### Congestion heat map, run 1

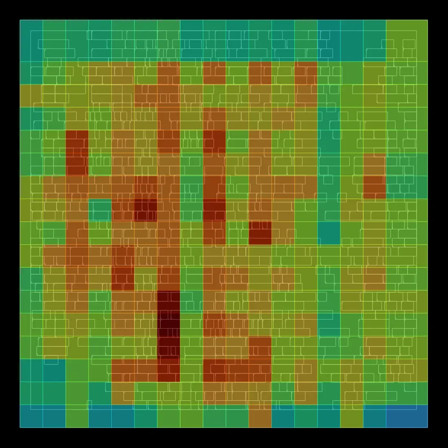
### Wiring by layer, run 1

Scale bar: 20 um.
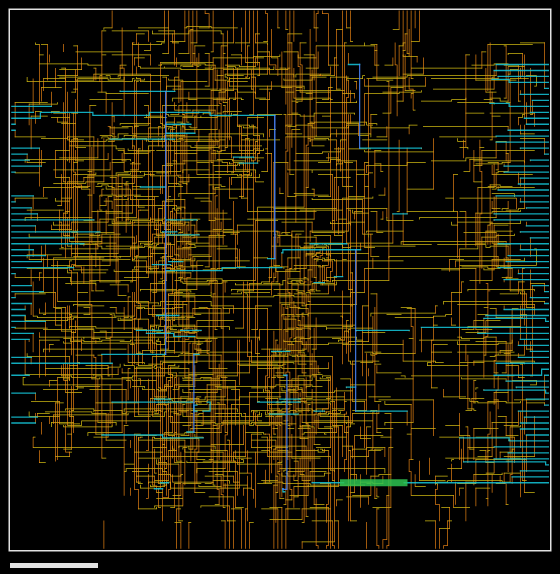
### Clock network drawn from the DEF, run 1

Scale bar: 20 um.
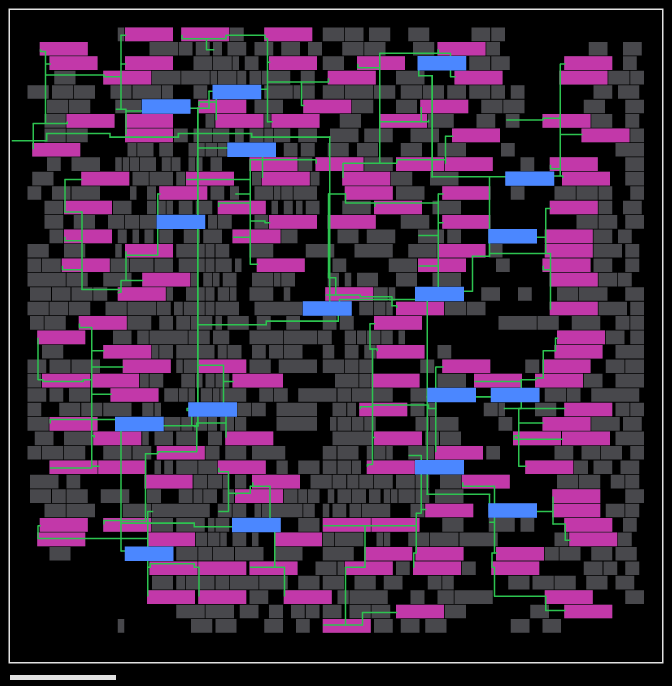
--- src/rtl/pc_fetch_pkg.sv ---
// Shared definitions for the PC/fetch sequencer: FSM encoding and reset defaults.
// Latency: n/a (types and constants only).
// Backpressure: n/a.
package pc_fetch_pkg;

    typedef enum logic [1:0] {
        BOOT   = 2'd0,
        FETCH  = 2'd1,
        HOLD   = 2'd2,
        HALTED = 2'd3
    } state_e;

    localparam logic [31:0] RESET_PC_DEFAULT = 32'h0000_0000;
    localparam int unsigned PC_INC_DEFAULT   = 4;

endpackage

--- src/rtl/pc_fetch_sequencer_if.sv ---
// Bundles the instruction-memory req/ack port and the decode valid/stall port.
// Latency: n/a (wires only).
// Backpressure: imem_ack completes a held request; stall freezes the delivered instruction.
interface pc_fetch_sequencer_if #(
    parameter int ADDR_W = 32
);
    logic              imem_req;
    logic [ADDR_W-1:0] imem_addr;
    logic              imem_ack;
    logic [31:0]       imem_rdata;
    logic              instr_valid;
    logic [31:0]       instr;
    logic [ADDR_W-1:0] instr_pc;
    logic              stall;

    // Sequencer side: drives fetch requests and the decode-facing instruction.
    modport master (
        output imem_req, imem_addr, instr_valid, instr, instr_pc,
        input  imem_ack, imem_rdata, stall
    );

    // Memory/decode side.
    modport slave (
        input  imem_req, imem_addr, instr_valid, instr, instr_pc,
        output imem_ack, imem_rdata, stall
    );
endinterface

--- src/rtl/pc_incrementer.sv ---
// Sequential-PC adder: pc + PC_INC, wrapping modulo 2^ADDR_W.
// Latency: combinational.
// Backpressure: none.
module pc_incrementer #(
    parameter int          ADDR_W = 32,
    parameter int unsigned PC_INC = 4
) (
    input  logic [ADDR_W-1:0] pc_i,
    output logic [ADDR_W-1:0] pc_next_o
);

    // Carry out of the top bit is dropped so the top word wraps to zero.
    assign pc_next_o = pc_i + ADDR_W'(PC_INC);

endmodule

--- src/rtl/pc_fetch_sequencer.sv ---
// Owns the PC and sequences req/ack instruction fetch, delivering words to decode.
// Latency: req to instr_valid is ack latency + 1 cycle (2 cycles with 1-cycle memory).
// Backpressure: stall at the ack edge parks the word in HOLD with no new request until consumed.
module pc_fetch_sequencer
    import pc_fetch_pkg::*;
#(
    parameter int                ADDR_W   = 32,
    parameter logic [ADDR_W-1:0] RESET_PC = ADDR_W'(RESET_PC_DEFAULT),
    parameter int unsigned       PC_INC   = PC_INC_DEFAULT
) (
    input  logic                        clk,
    input  logic                        rst_n,
    pc_fetch_sequencer_if.master        bus,
    input  logic                        branch_taken,
    input  logic [ADDR_W-1:0]           branch_target,
    input  logic                        halt,
    output logic                        misalign_err
);

    state_e            state_q, state_d;
    logic [ADDR_W-1:0] pc_q, pc_d;
    logic [ADDR_W-1:0] hold_addr_q, hold_addr_d;
    logic              squash_q, squash_d;
    logic              valid_q, valid_d;
    logic [31:0]       instr_q, instr_d;
    logic [ADDR_W-1:0] instr_pc_q, instr_pc_d;
    logic              misalign_q, misalign_d;
    logic [ADDR_W-1:0] pc_inc;
    logic [ADDR_W-1:0] imem_addr;

    pc_incrementer #(
        .ADDR_W (ADDR_W),
        .PC_INC (PC_INC)
    ) u_inc (
        .pc_i      (pc_q),
        .pc_next_o (pc_inc)
    );

    // While a squashed request is still in flight the memory must keep seeing
    // its original address, even though pc already points at the redirect.
    assign imem_addr        = squash_q ? hold_addr_q : pc_q;
    assign bus.imem_addr    = imem_addr;
    assign bus.imem_req     = (state_q == FETCH);
    assign bus.instr_valid  = valid_q;
    assign bus.instr        = instr_q;
    assign bus.instr_pc     = instr_pc_q;
    assign misalign_err     = misalign_q;

    // Next-state: redirect beats ack/stall, which beat halt.
    always_comb begin
        state_d     = state_q;
        pc_d        = pc_q;
        squash_d    = squash_q;
        hold_addr_d = hold_addr_q;
        valid_d     = valid_q;
        instr_d     = instr_q;
        instr_pc_d  = instr_pc_q;
        misalign_d  = misalign_q;

        if (branch_taken) begin
            pc_d       = {branch_target[ADDR_W-1:2], 2'b00};
            misalign_d = misalign_q | (|branch_target[1:0]);
            valid_d    = 1'b0;
            case (state_q)
                BOOT:  state_d = FETCH;
                FETCH: begin
                    if (bus.imem_ack) begin
                        // Coincident ack: its data is dropped, nothing left in flight.
                        squash_d = 1'b0;
                    end else begin
                        squash_d    = 1'b1;
                        hold_addr_d = imem_addr;
                    end
                end
                HOLD:  state_d = halt ? HALTED : FETCH;
                default: ;  // HALTED: only pc (and the held word) are affected
            endcase
        end else begin
            case (state_q)
                BOOT:  state_d = FETCH;
                FETCH: begin
                    if (bus.imem_ack) begin
                        if (squash_q) begin
                            squash_d = 1'b0;
                            valid_d  = 1'b0;
                            state_d  = halt ? HALTED : FETCH;
                        end else begin
                            instr_d    = bus.imem_rdata;
                            instr_pc_d = pc_q;
                            valid_d    = 1'b1;
                            pc_d       = pc_inc;
                            if (bus.stall)  state_d = HOLD;
                            else if (halt)  state_d = HALTED;
                            else            state_d = FETCH;
                        end
                    end else begin
                        valid_d = 1'b0;
                    end
                end
                HOLD: begin
                    // First non-stalled cycle consumes the parked word.
                    if (!bus.stall || !valid_q) begin
                        valid_d = 1'b0;
                        state_d = halt ? HALTED : FETCH;
                    end
                end
                default: begin  // HALTED
                    valid_d = valid_q & bus.stall;
                    if (!halt) state_d = FETCH;
                end
            endcase
        end
    end

    // State and datapath registers with asynchronous reset.
    always_ff @(posedge clk or negedge rst_n) begin
        if (!rst_n) begin
            state_q     <= BOOT;
            pc_q        <= RESET_PC;
            hold_addr_q <= '0;
            squash_q    <= 1'b0;
            valid_q     <= 1'b0;
            instr_q     <= '0;
            instr_pc_q  <= '0;
            misalign_q  <= 1'b0;
        end else begin
            state_q     <= state_d;
            pc_q        <= pc_d;
            hold_addr_q <= hold_addr_d;
            squash_q    <= squash_d;
            valid_q     <= valid_d;
            instr_q     <= instr_d;
            instr_pc_q  <= instr_pc_d;
            misalign_q  <= misalign_d;
        end
    end

endmodule
--- src/flat_wrapper.sv ---
// flat-port wrapper written by rule: the top's interface ports become plain ports
module pc_fetch_sequencer_flat import pc_fetch_pkg::*;
#(
    parameter int                ADDR_W   = 32,
    parameter logic [ADDR_W-1:0] RESET_PC = ADDR_W'(RESET_PC_DEFAULT),
    parameter int unsigned       PC_INC   = PC_INC_DEFAULT
)
  (clk, rst_n, branch_taken, branch_target, halt, misalign_err, bus_imem_req, bus_imem_addr, bus_instr_valid, bus_instr, bus_instr_pc, bus_imem_ack, bus_imem_rdata, bus_stall);
  pc_fetch_sequencer_if #(.ADDR_W(ADDR_W)) bus_i ();
  input  logic clk;
  input  logic rst_n;
  input  logic branch_taken;
  input  logic [ADDR_W-1:0] branch_target;
  input  logic halt;
  output logic misalign_err;
  output wire logic [$bits(bus_i.imem_req)-1:0] bus_imem_req;
  output wire logic [$bits(bus_i.imem_addr)-1:0] bus_imem_addr;
  output wire logic [$bits(bus_i.instr_valid)-1:0] bus_instr_valid;
  output wire logic [$bits(bus_i.instr)-1:0] bus_instr;
  output wire logic [$bits(bus_i.instr_pc)-1:0] bus_instr_pc;
  input wire logic [$bits(bus_i.imem_ack)-1:0] bus_imem_ack;
  input wire logic [$bits(bus_i.imem_rdata)-1:0] bus_imem_rdata;
  input wire logic [$bits(bus_i.stall)-1:0] bus_stall;
  assign bus_imem_req = bus_i.imem_req;
  assign bus_imem_addr = bus_i.imem_addr;
  assign bus_instr_valid = bus_i.instr_valid;
  assign bus_instr = bus_i.instr;
  assign bus_instr_pc = bus_i.instr_pc;
  assign bus_i.imem_ack = bus_imem_ack;
  assign bus_i.imem_rdata = bus_imem_rdata;
  assign bus_i.stall = bus_stall;
  pc_fetch_sequencer #(.ADDR_W(ADDR_W), .RESET_PC(RESET_PC), .PC_INC(PC_INC)) u_core (.clk(clk), .rst_n(rst_n), .bus(bus_i), .branch_taken(branch_taken), .branch_target(branch_target), .halt(halt), .misalign_err(misalign_err));
endmodule
--- config.mk ---
export PLATFORM = sky130hd
export DESIGN_NAME = pc_fetch_sequencer_flat
export DESIGN_NICKNAME = d
export VERILOG_FILES = /design/src/rtl/pc_fetch_pkg.sv /design/src/rtl/pc_fetch_sequencer_if.sv /design/src/rtl/pc_incrementer.sv /design/src/rtl/pc_fetch_sequencer.sv /design/src/flat_wrapper.sv
export SDC_FILE = /design/constraint.sdc
export NUM_CORES = 1
export LEC_CHECK = 0
export CAP_MARGIN = 0
export CORE_MARGIN = 3
export CORE_UTILIZATION = 44
export DETAILED_ROUTE_END_ITERATION = 7
export PLACE_DENSITY = 0.75
export SLEW_MARGIN = 5
export SYNTH_ARGS = -nofsm -noshare
export SYNTH_HDL_FRONTEND = slang
export SYNTH_SLANG_ARGS = --single-unit
export TNS_END_PERCENT = 50
--- constraint.sdc ---
create_clock -name clk -period 1.8 [get_ports clk]
set_input_delay 0.45 -clock clk [delete_from_list [all_inputs] [get_ports clk]]
set_output_delay 0.45 -clock clk [all_outputs]
set_load 0.05 [all_outputs]
==> run summary, run 1 <==
Results of the implementation run.

Ranked by total area, the top cell class in this layout is sequential cells. Per the run report, area growth between synthesis and finish was 55.3%. The count of input and output buffers came out at 166. The count of sequential standard cells is 129.

The flop-to-flop setup slack came out at -120 ps. The data arrival time of the critical path is 1630 ps. The yosys cell count came out at 483.

Per the layout report, the design carries 23 clock buffers. The latest clock arrival within the worst-skew pair came out at 420 ps. The combinational group share of total power is 56.5%. The first-pass detailed-route iteration total is 5. The number of max-capacitance violations reported came out at 0.

The root cell of the clock tree is sky130_fd_sc_hd__clkbuf_16. The run finished, with violations left. Synthesis inferred 129 register bits.

The number of warnings issued by yosys came out at 0. The cell area after layout is 9340 um^2. The via count of the first global-routing pass came out at 4883. The detailed-route DRC error count is 0.

The top cell type in the final layout, fill and taps aside, is sky130_fd_sc_hd__dfrtp_1. The internal power of the cells totals 10.5 mW. According to the finish report, the design has a final net count of 789. The class of the worst hold path is input port to register. In this run the count of I/O pins placed on the die edge is 169.

Non-clock buffers in the final layout number 243. The tap cell count came out at 176. The synthesis report gives the async set-or-reset register share as 100%. The number of buffers created by CTS is 17. The first global-routing pass estimated 25.0 mm of wire. The number of logic gates came out at 316. The average vias per placed instance came out at 5.34.

For reference, full adder, half adder and majority cells occupy 0.832% of the area reported after synthesis. The met1 track demand over resource in global routing is 26.7%. The placement-stage worst setup slack came out at -487 ps. The final estimated routing congestion in global placement came out at 0.789.

The starting density of the core is 45.2%. The final period demand of the worst path came out at 2080 ps. In the per-layer breakdown of the detailed-route log, met1 shows 6.91 mm. The number of inserted filler cells in the final layout came out at 925.

Sorting the Yosys area breakdown by cell type puts at the top sky130_fd_sc_hd__dfrtp_1. Summing every instance area after synthesis gives 6010 um^2. The total setup violations reported at the end of the flow came out at 41.

The chip area from the yosys synthesis statistics is 6010 um^2. The sequential fraction of the synthesis area is 53.7%. The count of library flops with an enable pin came out at 0. The report lists the power per cell area as 1970 nW/um^2. Broken down by cell family, the worst path's largest delay share belongs to buffers and inverters. The sequential cell fraction of total power is 25.7%. The worst hold endpoint is u_core.squash_q. The required time at the worst-slack endpoint is 1350 ps.

The net switching power of the design is 7.92 mW. The placed instance area came out at 8170 um^2. STA lists the startpoint of the worst register-to-register path as u_core.state_q[1].

0 antenna diodes ended up in the layout. The final total power is 18.4 mW. The core area came out at 13300 um^2. The startpoint identified for the worst hold timing path is bus_imem_ack.

The total overflow reported by the global router came out at 0. The clock net sink count came out at 129. The sequential share of cell area is 34.6%. The worst stage delay on the critical path came out at 450 ps.

The category of the critical setup timing path is register to primary output. The buffer levels on the longest clock path is 2. Sorting the synthesized cells by area gives the leading types as sky130_fd_sc_hd__dfrtp_1, sky130_fd_sc_hd__mux2_2, sky130_fd_sc_hd__or4_1, sky130_fd_sc_hd__o21ai_0, sky130_fd_sc_hd__nand2_1. Setup repair after global routing could not meet its margin everywhere. In the synthesized netlist, the dominant kind of combinational cell is multiplexers. The initial antenna violation count came out at 1. The H-tree depth came out at 4. Of the cells placed in the final design, the portion with a size suffix greater than 1 is 49.5%. The multiplexer fraction of the synthesized cell area came out at 23.2%.

The detailed route wirelength on metal3 came out at 1.27 mm. The area fraction in and, or, nand and nor cells came out at 11.0%. The floorplan has 42 rows. The highest fanout seen on the critical path came out at 9. The share of Yosys cell area claimed by the top area cell type is 53.7%. IR analysis of the VDD net gives a maximum drop of 0.00133 V. The number of logged tool warnings is 31.

The iteration-0 DRC count of the detailed router is 202. The switching fraction of total power came out at 43.0%. The met3 usage is 6.50%. The detailed placement HPWL is 11.5 mm.

The critical path goes through buf_4 > buf_8 > mux2_4 > buf_6. The chip width is 123 um. The critical path's slowest stage uses the library cell sky130_fd_sc_hd__dfrtp_2. The average instance area after synthesis came out at 12.4 um^2.

The static power due to leakage came out at 4.12 nW. The worst hold path depth is 2. The hold violation total from the final report came out at 0. The maximum clock frequency is 0.480 GHz. The residual antenna-violating net count after detailed routing came out at 0. The register area is 3230 um^2.

Logic depth along the worst register-to-register path is recorded as 7. Post-synth the commonest register cell is sky130_fd_sc_hd__dfrtp_1. The capture point of the worst register-to-register path is recorded as u_core.pc_q[18].

The max-slew violation count came out at 0. The complex-gate fraction of the synthesized area came out at 6.37%. The final reports fail on setup timing. The met2 routed wirelength came out at 8.02 mm. Per the cell usage report, the commonest logic cells after layout are sky130_fd_sc_hd__dfrtp_1, sky130_fd_sc_hd__buf_4, sky130_fd_sc_hd__mux2_2. The element type at the critical path end is a primary output. The worst path setup slack after routing is -284 ps. Entering global routing, the biggest net connects 49 pins. TritonCTS built the clock tree. The post-synthesis cell count came out at 483.

In the final layout, clock buffers and inverters account for 6.19% of the cell area. Hold timing on the final database bottoms out at a slack of 398 ps. The fraction of area in multi-input gates is 31.6%.

Counting distinct cell types in the post-synthesis netlist gives 46. Measured on the final layout, buffering overhead outside the clock network stands at 24.9%. The clock slew at the register clock pins of the worst setup and hold paths is 50 ps. The combinational cell area excluding buffers and inverters came out at 2950 um^2. The kind of launch point of the worst setup path is a register. In this run the vertical extent of the chip is 123 um. The share of the clock period used by the worst path is 116%.

The highest layer touched by signal routing is met5. The full die area came out at 15100 um^2. Per the synthesis report, the XOR/XNOR share of the synthesized area is 1.60%.

Counting the inverters off the clock network in the layout gives 8. The sum of buffers and inverters on the critical path is 3.
Notes on 'Congestion heat map' above:
Most Crowded Layer GR: met2
final standard cell utilization of the core: 70.2%
met2 usage: 35.9%
Overall Global Routing Usage: 21.5%

Notes on 'Wiring by layer' above:
| layer | color | wire length |
|---|---|---|
| met1 | yellow | 6910 um |
| met5 | green | 13.8 um |
| met2 | orange | 8020 um |
| met4 | blue | 193 um |
| met3 | cyan | 1270 um |
Total Wirelength: 16.4 mm
total via count in the routed design: 4827
average wire length per cell after detail routing: 18.2 um

Notes on 'Clock network drawn from the DEF' above:
[clock wires] green | length: 1550 um
[flip-flops] magenta | count: 129
[cells driving clock nets] blue | count: 17
flops lie: all over the die
clock share of power: 17.8%
clock group power: 3.28 mW
final clock skew: 6.01 ps

## run 1: how the worst max path moves through the flow
stage | from | end | slack [ps] | cells after the start
3_3_place_gp | bus_imem_ack | u_core.pc_q[18] | -420 | 6
5_1_grt | u_core.squash_q | bus_imem_addr[9] | -340 | 4
2_1_floorplan | u_core.state_q[1] | u_core.pc_q[22] | -100 | 7
6_report | u_core.squash_q | bus_imem_addr[6] | -280 | 4
3_5_place_dp | bus_imem_ack | u_core.pc_q[18] | -490 | 6
4_1_cts | u_core.squash_q | bus_imem_addr[6] | -280 | 4
## run 1: cell families (layout without fill, tap and decap cells)
family                     count (synthesis)  in the layout
xor gates and xnor gates                  11             11
buffers and inverters                     40            283
DFF                                      129            129
muxes                                    124            124
AOI/OAI and AO/OA                         61             61
adders and majority gates                  4              4
and+or+nand+nor                          113            114
other                                      1              2
## run 1: what timing repair did
action / CTS / global route
setup buffers: 5 / 10
cloned: 2 / 2
pin swaps: 4 / 12
endpoints found under the setup margin: 45 / 99
gates resized: 47 / 52
hold buffers: 1 / 0
endpoints found under the hold margin: 43 / 0
## run 1: cell usage after synthesis (2+ instances only)
library cell	count
sky130_fd_sc_hd__and3_1	2
sky130_fd_sc_hd__ha_1	4
sky130_fd_sc_hd__and4_1	5
sky130_fd_sc_hd__mux2_2	122
sky130_fd_sc_hd__o21ai_0	20
sky130_fd_sc_hd__o21a_1	2
sky130_fd_sc_hd__a21oi_1	5
sky130_fd_sc_hd__clkbuf_1	11
sky130_fd_sc_hd__nand2_1	26
sky130_fd_sc_hd__nand4_1	7
sky130_fd_sc_hd__buf_6	2
sky130_fd_sc_hd__nor4_1	2
sky130_fd_sc_hd__nand3_1	13
sky130_fd_sc_hd__and2_1	5
sky130_fd_sc_hd__xor2_1	4
sky130_fd_sc_hd__inv_1	7
sky130_fd_sc_hd__buf_4	3
sky130_fd_sc_hd__xnor2_1	7
sky130_fd_sc_hd__or4_1	14
sky130_fd_sc_hd__nor3_1	2
sky130_fd_sc_hd__nor2_1	21
sky130_fd_sc_hd__o31ai_1	12
sky130_fd_sc_hd__nand3_2	2
sky130_fd_sc_hd__or3_1	4
sky130_fd_sc_hd__nand2b_1	2
sky130_fd_sc_hd__a31oi_1	15
sky130_fd_sc_hd__nand4_4	2
sky130_fd_sc_hd__dfrtp_1	129
sky130_fd_sc_hd__o211ai_1	2
sky130_fd_sc_hd__buf_2	15
## run 1: power by group through the flow
stage          combinational, mW  clock (mW)  sequential [mW]
2_1_floorplan               4.14           0             7.14
3_3_place_gp                9.32           0             4.67
3_5_place_dp                9.43           0             4.75
4_1_cts                     10.1        3.35             4.72
5_1_grt                     10.9        3.50             4.89
6_report                    10.4        3.28             4.73
## run 1: through the flow
stage / cells / TNS, ps
detailed placement: 853 / -42710
floorplan: 484 / -4830
CTS: 893 / -8650
finish: 904 / -8190
global route: 904 / -11010
global placement: 853 / -36660
## run 1: flip-flops by register name (all words and copies together) (netlist names)
register / count
u_core.pc_q: 30
u_core.state_q: 2
u_core.bus.instr_pc: 30
u_core.bus.instr: 32
u_core.hold_addr_q: 32
u_core.squash_q: 1
u_core.bus.instr_valid: 1
u_core.misalign_err: 1
==> run 1 -> run 2 <==
Settings changed: CELL_PAD_IN_SITES_DETAIL_PLACEMENT set to 0, CELL_PAD_IN_SITES_GLOBAL_PLACEMENT set to 1, CORE_UTILIZATION 44 to 34, PLACE_DENSITY 0.75 to 0.74.
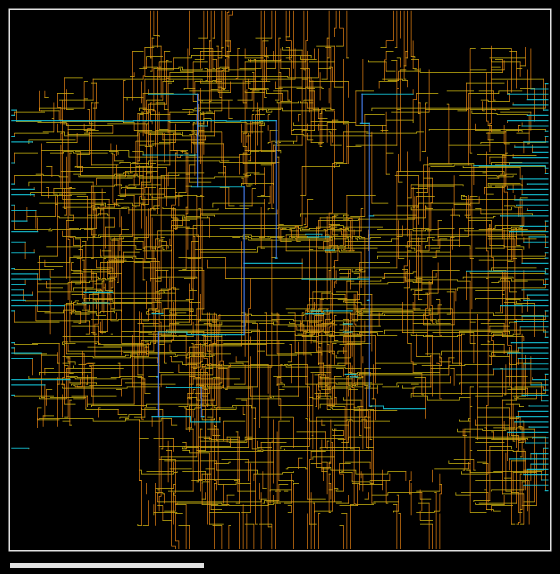
*Wiring by layer, run 2*
Scale bar: 50 um.
total via count in the routed design: 4739
average wire length per cell after detail routing: 18.2 um
Total Wirelength: 17.1 mm
Overall Global Routing Usage: 17.3%

==> run 2 against run 1 <==
The flow still finishes with violations (setup timing). Worst hold slack got worse by 7.3 ps. Count of clock-buffer cells in the layout decreased by 4. Via count decreased by 1.8%. Combinational power about the same. Die size increased by 28%. Global-route usage decreased by 4.2 points. Critical path type unchanged. Highest routed layer is now met4.
==> run summary, run 2 <==
Results of the implementation run.

The buffer levels on the longest clock path came to 2 (unchanged). The synthesis-to-finish area growth is 56.5%. The required time at the worst-slack endpoint was 1350 ps (about the same). The count of library flops with an enable pin is 0 (unchanged). The core area is 16900 um^2 (+27%). Among all flip-flop cells after synthesis, the most frequent one is sky130_fd_sc_hd__dfrtp_1. The average instance area after synthesis came out at 12.4 um^2 (unchanged). The detailed-route DRC error count was 0 (unchanged). The worst-case vdd ir drop came out at 0.000923 V (-30%). The total setup violations reported at the end of the flow came to 48 (+17%). The via count of the first global-routing pass came out at 4991 (+2.2%).

The number of max-capacitance violations reported came to 0 (unchanged). The worst register-to-register path begins at u_core.squash_q. The starting density of the core is 35.5% (-9.7 points). The kind of launch point of the worst setup path is a register. The H-tree depth came out at 4 (unchanged). The number of logged tool warnings was 31 (unchanged). Per the timing report, the most critical flop-to-flop path finishes at u_core.pc_q[18]. The register area is 3230 um^2 (unchanged). The yosys cell count came out at 483 (unchanged).

Counting instances in the post-synthesis netlist gives the leading cell types as sky130_fd_sc_hd__dfrtp_1, sky130_fd_sc_hd__mux2_2, sky130_fd_sc_hd__nand2_1. The count of input and output buffers came out at 166 (unchanged). The latest clock arrival within the worst-skew pair was 420 ps (about the same). The headroom to the max-slew limit came out at 66.2%. The proportion of synthesized flip-flops having asynchronous set or reset came out at 100% (unchanged). The number of inserted filler cells in the final layout came out at 1441 (+56%). The static power due to leakage came out at 4.10 nW (-0.41%).

Note that the worst hold path type here is input port to register. The number of warnings issued by yosys came to 0 (unchanged). The number of nets in the layout is 781 (-1.0%). The hold violation total from the final report is 0 (unchanged).

The initial antenna violation count came out at 0 (-1). The combinational cell area excluding buffers and inverters came to 2940 um^2 (-0.64%). The die height came out at 139 um (+13%). The share of the clock period used by the worst path was 114% (-1.6 points).

The wire length of the first global-routing pass came out at 26.8 mm (+7.2%). Leaving out fill and tap cells, the most frequent cell in the layout is sky130_fd_sc_hd__dfrtp_1. The final total power was 18.6 mW (+1.1%). The row count is 47 (+12%). The chip area from the yosys synthesis statistics came out at 6010 um^2 (unchanged). The number of distinct standard cells referenced by the synthesized netlist is 46 (unchanged). In the hold report, the worst path ends at u_core.squash_q. The final period demand of the worst path came out at 2050 ps (-29.6 ps). The clock slew at the register clock pins of the worst setup and hold paths is 50 ps (about the same). The pin slew with the least headroom to its limit came out at 507 ps. The data arrival time of the critical path came out at 1600 ps (-30 ps). The post-synthesis cell count is 483 (unchanged). The iteration-0 DRC count of the detailed router is 204 (+0.99%). The worst path setup slack after routing came out at -255 ps (+29.6 ps).

The final estimated routing congestion in global placement is 0.836 (+6.0%). The element type at the critical path end is a primary output. The share of Yosys cell area claimed by the top area cell type is 53.7% (unchanged). The number of top-level pins is 169 (unchanged). The maximum clock skew at final layout came to 8.11 ps (+2.10 ps). The summed instance area of the synthesized netlist is 6010 um^2 (unchanged). The maximum clock frequency came out at 0.487 GHz (+1.4%).

The clock net sink count came out at 129 (unchanged). TritonCTS built the clock tree. The total overflow reported by the global router was 0 (unchanged). The share of layout cells above drive strength 1 is 48.2% (-1.3 points).

The chip width came out at 139 um (+13%). The count of antenna diodes in the layout came out at 0 (unchanged). Ranking logic cells in the layout by count gives the top entries sky130_fd_sc_hd__dfrtp_1, sky130_fd_sc_hd__buf_4, sky130_fd_sc_hd__mux2_2. The number of storage elements in the synthesis netlist is 129 (unchanged). CTS placed an instance of sky130_fd_sc_hd__clkbuf_16 at the clock tree root. The checks that failed: setup timing. The detailed placement HPWL is 11.6 mm (+1.1%). The sequential fraction of the synthesis area is 53.7% (unchanged). By startpoint and endpoint, the worst setup path is classified as register to primary output. The average vias per placed instance was 5.04 (-5.6%). The setup total negative slack came out at -8340 ps (-154 ps). The largest net degree at the start of global routing came out at 45 (-8.2%). The worst hold path depth came out at 2 (unchanged). The max-slew violation count was 0 (unchanged).

The flow ran to the end, but the final reports show violations. The number of buffers created by CTS was 17 (unchanged). The residual antenna-violating net count after detailed routing was 0 (unchanged). Setup repair after global routing could not meet its margin everywhere. The highest fanout seen on the critical path came out at 9 (unchanged). In the post-synthesis netlist, the biggest area contributors are sky130_fd_sc_hd__dfrtp_1, sky130_fd_sc_hd__mux2_2, sky130_fd_sc_hd__or4_1, sky130_fd_sc_hd__o21ai_0, sky130_fd_sc_hd__nand2_1. The start point of the worst min-delay path is bus_imem_ack. The logic depth of the worst register-to-register path came out at 6 (-1).

The synthesis stats list as the most numerous cell sky130_fd_sc_hd__dfrtp_1. The full die area came to 19300 um^2 (+28%). The utilization of the core after routing is 55.6% (-15 points). The power density relative to cell area is 1980 nW/um^2 (+0.36%). The first-pass detailed-route iteration total is 4 (-1). The flop-to-flop setup slack is -140 ps (-20 ps). The cell type that accounts for the most area after synthesis is sky130_fd_sc_hd__dfrtp_1.
## run 2: metrics by stage
stage | setup WS [ps] | std cells | hold WS [ps] | cell area [um^2]
after floorplan | -105 | 484 | 154 | 6220
after global placement | -464 | 893 | 373 | 8230
after detailed placement | -521 | 893 | 372 | 8230
after CTS | -265 | 933 | 479 | 9140
after global routing | -297 | 940 | 411 | 9410
final | -255 | 940 | 390 | 9410
## run 2: cell type report
cell class / instances / share of cell area [%]
multi-input combinational: 316 / 31.2
clock buffer: 19 / 4.71
sequential: 129 / 34.3
clock inverter: 13 / 1.73
inverter: 8 / 0.319
tap: 220 / 2.93
timing repair buffer: 235 / 24.8
## run 2: power by group
part,internal [mW],switching (mW),total (mW)
Combinational,4.39,6.05,10.4
Clock,2.21,1.28,3.49
Sequential,4.06,0.651,4.71
## run 2: how the worst max path moves through the flow
stage	to	depth (start not counted)	start	slack, ps
after floorplan	u_core.pc_q[22]	7	u_core.state_q[1]	-100
after global placement	u_core.pc_q[26]	5	bus_imem_ack	-460
after detailed placement	u_core.pc_q[18]	6	bus_imem_ack	-520
after CTS	bus_imem_addr[5]	4	u_core.squash_q	-260
after global routing	bus_imem_addr[30]	4	u_core.squash_q	-300
final	bus_imem_addr[9]	4	u_core.squash_q	-250
## run 2: cells by family after synthesis
| logic type | after synthesis | synth area share [%] |
|---|---|---|
| AOI/OAI and AO/OA | 61 | 6.37 |
| xor gates and xnor gates | 11 | 1.60 |
| adders and majority gates | 4 | 0.832 |
| buffers and inverters | 40 | 3.27 |
| DFF | 129 | 53.7 |
| muxes | 124 | 23.2 |
| other | 1 | 0.0624 |
| and+or+nand+nor | 113 | 11.0 |
## run 2: worst max-delay path, cell delays in order (launching register included)
cell,delay (ps)
sky130_fd_sc_hd__dfrtp_2,390
sky130_fd_sc_hd__buf_12,130
sky130_fd_sc_hd__buf_12,140
sky130_fd_sc_hd__mux2_2,360
sky130_fd_sc_hd__buf_6,160
## run 2: metal layers
metal / track usage (%) / vias to the layer above / part of all wire (%) / wire (um)
li1: - / 2214 / - / -
met1: 22.9 / 2349 / 46 / 7850
met2: 28.1 / 155 / 48 / 8220
met3: 4.48 / 21 / 5.1 / 876
met4: 5.20 / 0 / 1.2 / 206
met5: 0 / - / 0 / 0
## run 2: what timing repair did
action / CTS / global route
gates cloned: 3 / 3
endpoints found under the hold margin: 30 / 0
resized: 47 / 34
buffers inserted: 4 / 4
setup endpoints to repair: 79 / 110
pin swaps: 7 / 9
hold buffers: 1 / 0
Power and IR drop assume default switching activity.
